[src/rtl/irq_pkg.sv]
// Shared types and constants for the interrupt request/acknowledge controller.
package irq_pkg;

   localparam int NUM_SRC = 8;
   localparam int IDX_W   = 3;

   typedef enum logic [1:0] {
      IDLE,
      REQ,
      SERVICE
   } irq_state_t;

   // Expands a source index into the one-hot acknowledge pattern.
   function automatic logic [NUM_SRC-1:0] onehot_decode(input logic [IDX_W-1:0] idx);
      logic [NUM_SRC-1:0] vec;
      vec      = '0;
      vec[idx] = 1'b1;
      return vec;
   endfunction

endpackage

[src/rtl/irq_prio_sel.sv]
// Highest-index priority select over the eligible sources; bit 7 maps to 3'b111,
// matching the processor's 8-to-3 priority encoder.
module irq_prio_sel
   import irq_pkg::*;
(
   input  logic [NUM_SRC-1:0] eligible,
   output logic               valid,
   output logic [IDX_W-1:0]   idx
);

   // Ascending scan: later (higher) set bits overwrite earlier ones.
   always_comb begin
      valid = |eligible;
      idx   = '0;
      for (int i = 0; i < NUM_SRC; i++) begin
         if (eligible[i]) idx = IDX_W'(i);
      end
   end

endmodule

[src/rtl/irq_ack_ctrl.sv]
// Interrupt request/acknowledge controller: edge capture into pending, priority
// selection, and the ack/EOI handshake with the core.
module irq_ack_ctrl
   import irq_pkg::*;
(
   input  logic               clk,
   input  logic               rst,
   input  logic               int_en,
   input  logic [NUM_SRC-1:0] irq_req,
   input  logic [NUM_SRC-1:0] irq_mask,
   input  logic               cpu_ack,
   input  logic               cpu_eoi,
   output logic               irq_out,
   output logic [IDX_W-1:0]   irq_vec,
   output logic [NUM_SRC-1:0] src_ack,
   output logic [NUM_SRC-1:0] pending,
   output logic               busy
);

   irq_state_t         state;
   logic [NUM_SRC-1:0] req_q;
   logic [NUM_SRC-1:0] rise;
   logic [NUM_SRC-1:0] eligible;
   logic [NUM_SRC-1:0] ack_clr;
   logic               ack_take;
   logic               sel_valid;
   logic [IDX_W-1:0]   sel_idx;

   assign rise     = irq_req & ~req_q;
   assign eligible = pending & ~irq_mask;
   assign ack_take = (state == REQ) && cpu_ack;
   assign ack_clr  = ack_take ? onehot_decode(irq_vec) : '0;

   irq_prio_sel u_prio_sel (
      .eligible (eligible),
      .valid    (sel_valid),
      .idx      (sel_idx)
   );

   // A fresh edge on the acked source wins over its clear, so the OR comes last.
   always_ff @(posedge clk) begin
      if (rst) begin
         req_q   <= '0;
         pending <= '0;
      end else begin
         req_q   <= irq_req;
         pending <= (pending & ~ack_clr) | rise;
      end
   end

   always_ff @(posedge clk) begin
      if (rst) begin
         state   <= IDLE;
         irq_out <= 1'b0;
         irq_vec <= '0;
         src_ack <= '0;
         busy    <= 1'b0;
      end else begin
         src_ack <= '0;
         case (state)
            IDLE: begin
               if (int_en && sel_valid) begin
                  irq_vec <= sel_idx;
                  irq_out <= 1'b1;
                  state   <= REQ;
               end
            end
            // The vector stays frozen here: no preemption, mask changes ignored.
            REQ: begin
               if (cpu_ack) begin
                  state   <= SERVICE;
                  irq_out <= 1'b0;
                  busy    <= 1'b1;
                  src_ack <= onehot_decode(irq_vec);
               end else if (!int_en) begin
                  state   <= IDLE;
                  irq_out <= 1'b0;
               end
            end
            SERVICE: begin
               if (cpu_eoi) begin
                  state <= IDLE;
                  busy  <= 1'b0;
               end
            end
            default: begin
               state   <= IDLE;
               irq_out <= 1'b0;
               busy    <= 1'b0;
            end
         endcase
      end
   end

endmodule

[config.mk]
export PLATFORM = sky130hd
export DESIGN_NAME = irq_ack_ctrl
export DESIGN_NICKNAME = d
export VERILOG_FILES = /design/src/rtl/irq_pkg.sv /design/src/rtl/irq_prio_sel.sv /design/src/rtl/irq_ack_ctrl.sv
export SDC_FILE = /design/constraint.sdc
export NUM_CORES = 1
export LEC_CHECK = 0
export ABC_AREA = 1
export CAP_MARGIN = 25
export CELL_PAD_IN_SITES_DETAIL_PLACEMENT = 1
export CELL_PAD_IN_SITES_GLOBAL_PLACEMENT = 1
export CORE_MARGIN = 2
export CORE_UTILIZATION = 25
export CTS_CLUSTER_SIZE = 16
export DETAILED_ROUTE_END_ITERATION = 10
export PLACE_DENSITY = 0.77
export RECOVER_POWER = 25
export SYNTH_ARGS = -nofsm -noshare
export SYNTH_HDL_FRONTEND = slang
export SYNTH_SLANG_ARGS = --single-unit
[constraint.sdc]
create_clock -name clk -period 1 [get_ports clk]
set_input_delay 0.2 -clock clk [delete_from_list [all_inputs] [get_ports clk]]
set_output_delay 0.2 -clock clk [all_outputs]
set_load 0.05 [all_outputs]
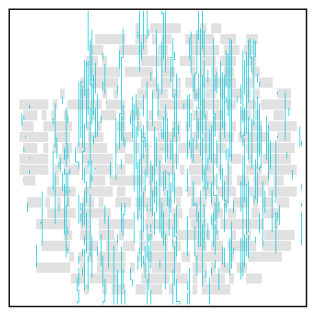
Fig. 1. Metal 2 (run 1).
Scale: 4 px per um. Cells faint in the background.
share of all routed wire: 56%
longest straight run: 30.3 um
wire length after detailed routing: 4.49 mm
met2 GRT Util: 0.313
DR vias: 1368

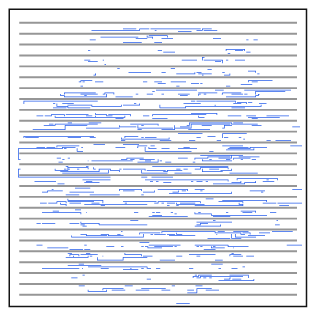
Fig. 2. M1 wires (run 1).
Scale: 4 px per um. Supply wires on this layer in gray.
nets with wire on the layer: 247
wire length on this layer: 1710 um
met1 usage in global routing: 0.184

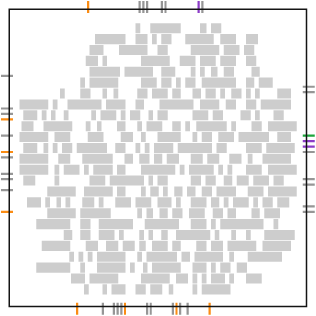
Fig. 3. Pin map (run 1).
Scale: 4 px per um. Pins as bars across the die edge, other pins in gray.
[int_en] green | pins: 1 | direction: input | edge: right
[irq_req] orange | pins: 8 | direction: input | edge: 4 bottom, 3 left, 1 top
[irq_vec] purple | pins: 3 | direction: output | edge: 2 right, 1 top
all pins by edge: 13 bottom, 11 left, 10 right, 8 top
# port buffers: 41
horizontal die dimension: 73.9 um

==> out/notes.md, run 1 <==
According to the floorplan report, the placeable core area is 4720 um^2. Maximum clock path buffer count: 2. The run finished, with violations left. With the number of H-tree levels at 2, the share of synthesized area occupied by flip-flops and latches is 0.508. Type of the most critical hold path: input port to register.

The setup violation total in the final timing report is 33, and the clock net sink count is 31. The run reported a max-capacitance violation count of 0. The post-synthesis cell type with the largest instance count is sky130_fd_sc_hd__nor2_1. The tightest hold path in the finished design has a slack of 0.448 ns.

The sequential cell area was 679 um^2. The tools report the proportion of power drawn by the clock network as 0.329. For the worst-case setup margin in the final layout, the log shows -0.236 ns. The run gives 2.74 mm for the post-detailed-placement half-perimeter wirelength. The tools report the reg-to-reg endpoint as pending[5]. The count of cells in the finished layout, fillers not included, comes to 329. The run gives 0.259 for the initial cell density of the core. The tools report the launch instance of the worst min-delay path as irq_req[1]. The post-synth count of flops with an enable pin is 0. In this run, distinct cell masters in the synthesized netlist total 18. After detailed routing, the number of vias per cell comes to 4.16. For hold timing, the worst endpoint is req_q[1].

The synthesized instance count is 165. Timing analysis after detailed placement gives a worst setup slack of -0.519 ns. Post-synthesis, Yosys gives the total cell area as 1220 um^2. Per the TritonCTS log, the buffer count is 5.

Data arrival time of the critical path: 1.41 ns. The fraction of registers with async set or reset after synthesis is 0, and the number of cells traversed by the worst register-to-register path is 7. The mean cell area of the mapped netlist was 7.41 um^2; the clock latency on the worst-skew pair was 0.28 ns. The total global-route track usage is 0.171, and the clock transition at the register clock pins on the worst setup and hold paths after CTS is 0.07 ns. The checks that failed: setup timing.
==> run 1: registers in the layout, summed over array words and instances, names as in the netlist <==
register,flops
busy,1
irq_out,1
irq_vec,3
pending,8
req_q,8
src_ack,8
state,2
==> run 1: worst max-delay path: stages, from the launching register on <==
cell	delay [ns]
sky130_fd_sc_hd__dfxtp_2	0.34
sky130_fd_sc_hd__inv_2	0.05
sky130_fd_sc_hd__nor2_4	0.13
sky130_fd_sc_hd__nand2_4	0.09
sky130_fd_sc_hd__nor2_4	0.23
sky130_fd_sc_hd__nand2_2	0.09
sky130_fd_sc_hd__a21oi_2	0.14
sky130_fd_sc_hd__nor2_1	0.05
==> run 1: layout make-up <==
type                    instances  share of cell area
repair buffers                 92               0.389
inverters                      26              0.0364
clock inverters                 3              0.0145
flip-flops and latches         31               0.253
multi-input cells             105               0.250
clock buffers                   5              0.0257
well taps                      67              0.0313
==> run 1: layer usage <==
| layer | wire length (um) | global-route usage | vias up | share of wire |
|---|---|---|---|---|
| li1 | - | - | 685 | - |
| met1 | 1710 | 0.184 | 643 | 0.38 |
| met2 | 2490 | 0.313 | 32 | 0.56 |
| met3 | 203 | 0.0576 | 8 | 0.045 |
| met4 | 83 | 0.0586 | 0 | 0.018 |
| met5 | 0 | 0 | - | 0 |
==> run 1: cells in the final DEF, fill, tap and decap left out, types with 3 or more instances in the layout <==
master	synthesis	final
sky130_fd_sc_hd__dfxtp_2	0	11
sky130_fd_sc_hd__nor2_1	41	35
sky130_fd_sc_hd__nand2_4	1	8
sky130_fd_sc_hd__buf_6	0	13
sky130_fd_sc_hd__dfxtp_4	0	12
sky130_fd_sc_hd__nor2_2	2	3
sky130_fd_sc_hd__a21oi_2	1	12
sky130_fd_sc_hd__nand2_2	6	18
sky130_fd_sc_hd__a21oi_1	15	3
sky130_fd_sc_hd__nor2_4	3	8
sky130_fd_sc_hd__buf_12	0	21
sky130_fd_sc_hd__inv_2	2	4
sky130_fd_sc_hd__dlygate4sd2_1	0	8
sky130_fd_sc_hd__buf_4	0	38
sky130_fd_sc_hd__nand2_1	31	12
sky130_fd_sc_hd__inv_1	24	22
sky130_fd_sc_hd__dfxtp_1	31	8
sky130_fd_sc_hd__clkdlybuf4s50_1	0	12
sky130_fd_sc_hd__clkbuf_8	0	5
==> run 1: kinds of logic (layout without fill, tap and decap cells) <==
group,count (synthesis),in the layout,synth area share
DFF,31,31,0.508
AOI/OAI and AO/OA,18,18,0.0798
and+or+nand+nor,87,87,0.321
buffers and inverters,29,126,0.0911
==> run 1: how the worst max path moves through the flow <==
stage	depth (start not counted)	endpoint	from
3_5_place_dp	10	irq_vec[2]	irq_mask[5]
5_1_grt	7	pending[3]	state[0]
6_report	7	pending[5]	state[0]
3_3_place_gp	10	irq_vec[2]	irq_mask[6]
2_1_floorplan	8	irq_vec[2]	pending[5]
4_1_cts	7	pending[2]	state[0]
==> run 1: per-stage QoR <==
stage	utilization	total power, mW	cell area (um^2)
CTS	0.531	3.60	2510
global route	0.568	3.89	2680
global placement	0.459	2.24	2170
finish	0.568	3.71	2680
floorplan	-	1.79	1270
detailed placement	0.459	2.27	2170
==> inputs of run 2 (changes only) <==
RECOVER_POWER = 50   (was 25)
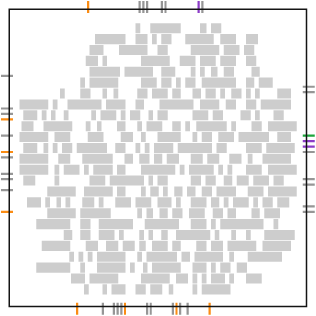
Fig. 4. Pin map (run 2).
Scale: 4 px per um. Pins as bars across the die edge, other pins in gray.
[irq_vec] purple | pins: 3 | direction: output | edge: 2 right, 1 top
[irq_req] orange | pins: 8 | direction: input | edge: 4 bottom, 3 left, 1 top
[int_en] green | pins: 1 | direction: input | edge: right

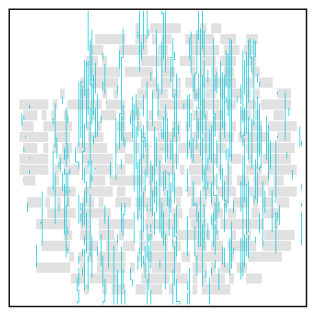
Fig. 5. Metal 2 (run 2).
Scale: 4 px per um. Cells faint in the background.
wire length on this layer: 2490 um
longest straight run: 30.3 um
main direction: vertical

==> run 2 against run 1 <==
  * The flow still finishes with violations (setup timing)
  * Setup slack unchanged
  * Cell area unchanged
  * Via count unchanged
  * Largest cell class unchanged
==> out/notes.md, run 2 <==
The flow ran to the end, but the final reports show violations. Violations in the final reports: setup timing (unchanged). Largest registers: pending: 8 flops, req_q: 8 flops, src_ack: 8 flops (unchanged). Mean cell area of the mapped netlist: 7.41 um^2 (unchanged). The run gives -0.236 ns (unchanged) as the worst-case setup margin in the final layout. The clock transition at the register clock pins on the worst setup and hold paths after CTS is 0.07 ns (about the same), and the clock net sink count is 31 (unchanged). The chip area line of the yosys report was 1220 um^2 (unchanged). Most common logic cells in the final layout: 38 x sky130_fd_sc_hd__buf_4, 35 x sky130_fd_sc_hd__nor2_1, 22 x sky130_fd_sc_hd__inv_1 (unchanged). The run gives 0.171 (unchanged) for the total global-route track usage. The type of the most critical hold path is input port to register (unchanged).

The run gives 0.508 (unchanged) as the share of synthesized area occupied by flip-flops and latches. The post-detailed-placement half-perimeter wirelength was 2.74 mm (unchanged); the count of unique library cells instantiated by Yosys was 18 (unchanged). The gate count after technology mapping came out at 165 (unchanged).

The count of library flops with an enable pin is 0 (unchanged). The slowest cell on the critical path was sky130_fd_sc_hd__dfxtp_2 (unchanged). The run gives 73.9 um (unchanged) for the die width.

With the placeable core region at 4720 um^2 (unchanged), the setup violation total in the final timing report is 33 (unchanged).
## run 2: logic make-up (layout without fill, tap and decap cells)
group | after synthesis | in the layout | synth area share
compound gates | 18 | 18 | 0.0798
buf+inv | 29 | 126 | 0.0911
flops | 31 | 31 | 0.508
simple gates | 87 | 87 | 0.321
## run 2: final cells by class
class | count | area, um^2 | area share
clock buffer | 5 | 68.8 | 0.0257
multi-input combinational | 105 | 671 | 0.250
timing repair buffer | 92 | 1040 | 0.389
clock inverter | 3 | 38.8 | 0.0145
tap | 67 | 83.8 | 0.0313
sequential | 31 | 679 | 0.253
inverter | 26 | 97.6 | 0.0364
## run 2: critical path: cells and delay by family, from the launching register on
family,cells,cell delay (ns)
buf+inv,1,0.05
flops,1,0.34
compound gates,1,0.14
simple gates,5,0.59
## run 2: repair_timing
action,in CTS,in global routing
resized,54,29
setup endpoints to repair,39,39
buffers inserted,14,10
pin swaps,24,19
## run 2: final timing paths
| check | from | to | slack [ns] | depth (start not counted) |
|---|---|---|---|---|
| setup reg to reg | state[0] | pending[5] | -0.24 | 7 |
| hold / removal | irq_req[1] | req_q[1] | 0.45 | 3 |
| setup / recovery | state[0] | pending[5] | -0.24 | 7 |
| hold reg to reg | req_q[1] | pending[1] | 0.52 | 3 |
## run 2: where the power goes
part           switching [mW]  internal [mW]
Combinational           0.553          0.563
Sequential             0.0694           1.31
Clock                   0.492          0.729
## run 2: stage by stage
stage	util	area, um^2	setup TNS (ns)	hold slack (ns)
final	0.568	2680	-4.77	0.448
after global routing	0.568	2680	-6.83	0.461
after floorplan	-	1270	-0.743	0.325
after global placement	0.459	2170	-8.36	0.494
after CTS	0.531	2510	-3.73	0.449
after detailed placement	0.459	2170	-9.32	0.523
## run 2: metal layers
metal | part of all wire | GRT usage
met5 | 0 | 0
met2 | 0.56 | 0.313
met4 | 0.018 | 0.0586
met3 | 0.045 | 0.0576
met1 | 0.38 | 0.184
==> inputs of run 3 (changes only) <==
SLEW_MARGIN = 5   (was not set)
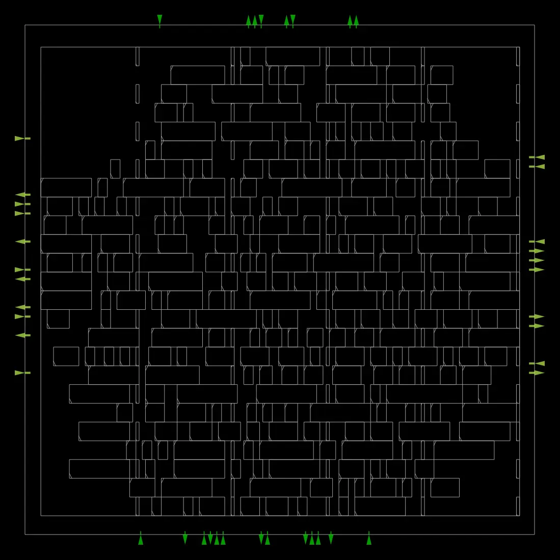
Fig. 6. Cell placement (run 3).
fraction of area in registers: 0.253
count of filler cells inserted in the layout: 535

==> run 3 against run 2 <==
  * Maximum frequency stayed put
  * Utilization unchanged
  * Largest power group unchanged
  * Largest cell class unchanged
  * The run still ends with setup timing left
  * Global-route usage unchanged
  * Synthesized cell count did not move
  * Non-clock buffer count stayed put
  * Combinational power about the same
  * Count of clock-buffer cells in the layout stayed put
  * Wire length unchanged
==> out/notes.md, run 3 <==
The tools report the worst-case setup margin in the final layout as -0.236 ns (unchanged). The placeable core region was 4720 um^2 (unchanged). Violations in the final reports: setup timing (unchanged). With the clock transition at the register clock pins on the worst setup and hold paths after CTS at 0.07 ns (about the same), the clock net sink count is 31 (unchanged).

The run finished, with violations left. Via count of the routed design: 1368 (unchanged). Post-synthesis cell type with the largest instance count: sky130_fd_sc_hd__nor2_1 (unchanged). The die width is 73.9 um (unchanged), and the setup violation total in the final timing report is 33 (unchanged). The run gives 7.41 um^2 (unchanged) for the mean cell area of the mapped netlist. Most common logic cells in the final layout: 38 x sky130_fd_sc_hd__buf_4, 35 x sky130_fd_sc_hd__nor2_1, 22 x sky130_fd_sc_hd__inv_1 (unchanged). Largest registers: pending: 8 flops, req_q: 8 flops, src_ack: 8 flops (unchanged).

The post-detailed-routing wire length is 4.49 mm (unchanged), and the count of unique library cells instantiated by Yosys is 18 (unchanged). For the clock latency on the worst-skew pair, the log shows 0.28 ns (about the same). The type of the most critical hold path was input port to register (unchanged). The tools report the data arrival time of the critical path as 1.41 ns (about the same). With the initial cell density of the core at 0.259 (unchanged), the logic area is 671 um^2 (unchanged). The run gives 329 (unchanged) for the number of cells in the finished layout apart from fillers. The average vias per placed instance is 4.16 (unchanged), and the number of buffers created by CTS is 5 (unchanged).
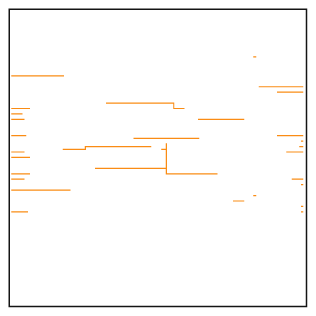
Fig. 7. M3 wires (run 3).
Scale: 4 px per um.
longest straight run: 17.7 um
wire length on this layer: 203 um
Global Route met3 Usage: 0.0576

run 3: cell counts in the layout (fill, tap and decap cells not counted):
No cell type changed its count.
run 3: timing repair:
| action | CTS | global route |
|---|---|---|
| pin swaps | 24 | 19 |
| resized | 54 | 29 |
| buffers inserted | 14 | 10 |
| endpoints found under the setup margin | 39 | 39 |
| gates cloned | 0 | 0 |
run 3: worst paths after layout:
kind | from | endpoint | slack [ns] | cells past startpoint
hold / removal | irq_req[1] | req_q[1] | 0.45 | 3
setup reg to reg | state[0] | pending[5] | -0.24 | 7
setup / recovery | state[0] | pending[5] | -0.24 | 7
hold reg to reg | req_q[1] | pending[1] | 0.52 | 3
run 3: worst max-delay path, stage by stage (launching register included):
cell,delay [ns]
sky130_fd_sc_hd__dfxtp_2,0.34
sky130_fd_sc_hd__inv_2,0.05
sky130_fd_sc_hd__nor2_4,0.13
sky130_fd_sc_hd__nand2_4,0.09
sky130_fd_sc_hd__nor2_4,0.23
sky130_fd_sc_hd__nand2_2,0.09
sky130_fd_sc_hd__a21oi_2,0.14
sky130_fd_sc_hd__nor2_1,0.05
run 3: where the power goes:
part,internal [mW],switching (mW)
combinational,0.563,0.553
clock,0.729,0.492
sequential,1.31,0.0694
total,2.60,1.11
run 3: cells by family after synthesis:
| kind of cell | share of synthesized area |
|---|---|
| AOI/OAI and AO/OA | 0.0798 |
| buffers and inverters | 0.0911 |
| DFF | 0.508 |
| and+or+nand+nor | 0.321 |
run 3: per-stage QoR:
| step | hold slack (ns) | util | cell area (um^2) | setup TNS [ns] | setup WS [ns] |
|---|---|---|---|---|---|
| 5_1_grt | 0.461 | 0.568 | 2680 | -6.83 | -0.313 |
| 3_3_place_gp | 0.494 | 0.459 | 2170 | -8.36 | -0.462 |
| 3_5_place_dp | 0.523 | 0.459 | 2170 | -9.32 | -0.519 |
| 2_1_floorplan | 0.325 | - | 1270 | -0.743 | -0.128 |
| 6_report | 0.448 | 0.568 | 2680 | -4.77 | -0.236 |
| 4_1_cts | 0.449 | 0.531 | 2510 | -3.73 | -0.187 |
run 3: layout make-up:
type                       instances  area share
multi-input combinational        105       0.250
clock buffer                       5      0.0257
clock inverter                     3      0.0145
sequential                        31       0.253
inverter                          26      0.0364
timing repair buffer              92       0.389
tap                               67      0.0313
run 3: metal layers:
| layer | part of all wire | track usage |
|---|---|---|
| met1 | 0.38 | 0.184 |
| met2 | 0.56 | 0.313 |
| met3 | 0.045 | 0.0576 |
| met4 | 0.018 | 0.0586 |
| met5 | 0 | 0 |
Power figures rest on the tool's default switching activity, not on a simulated workload.
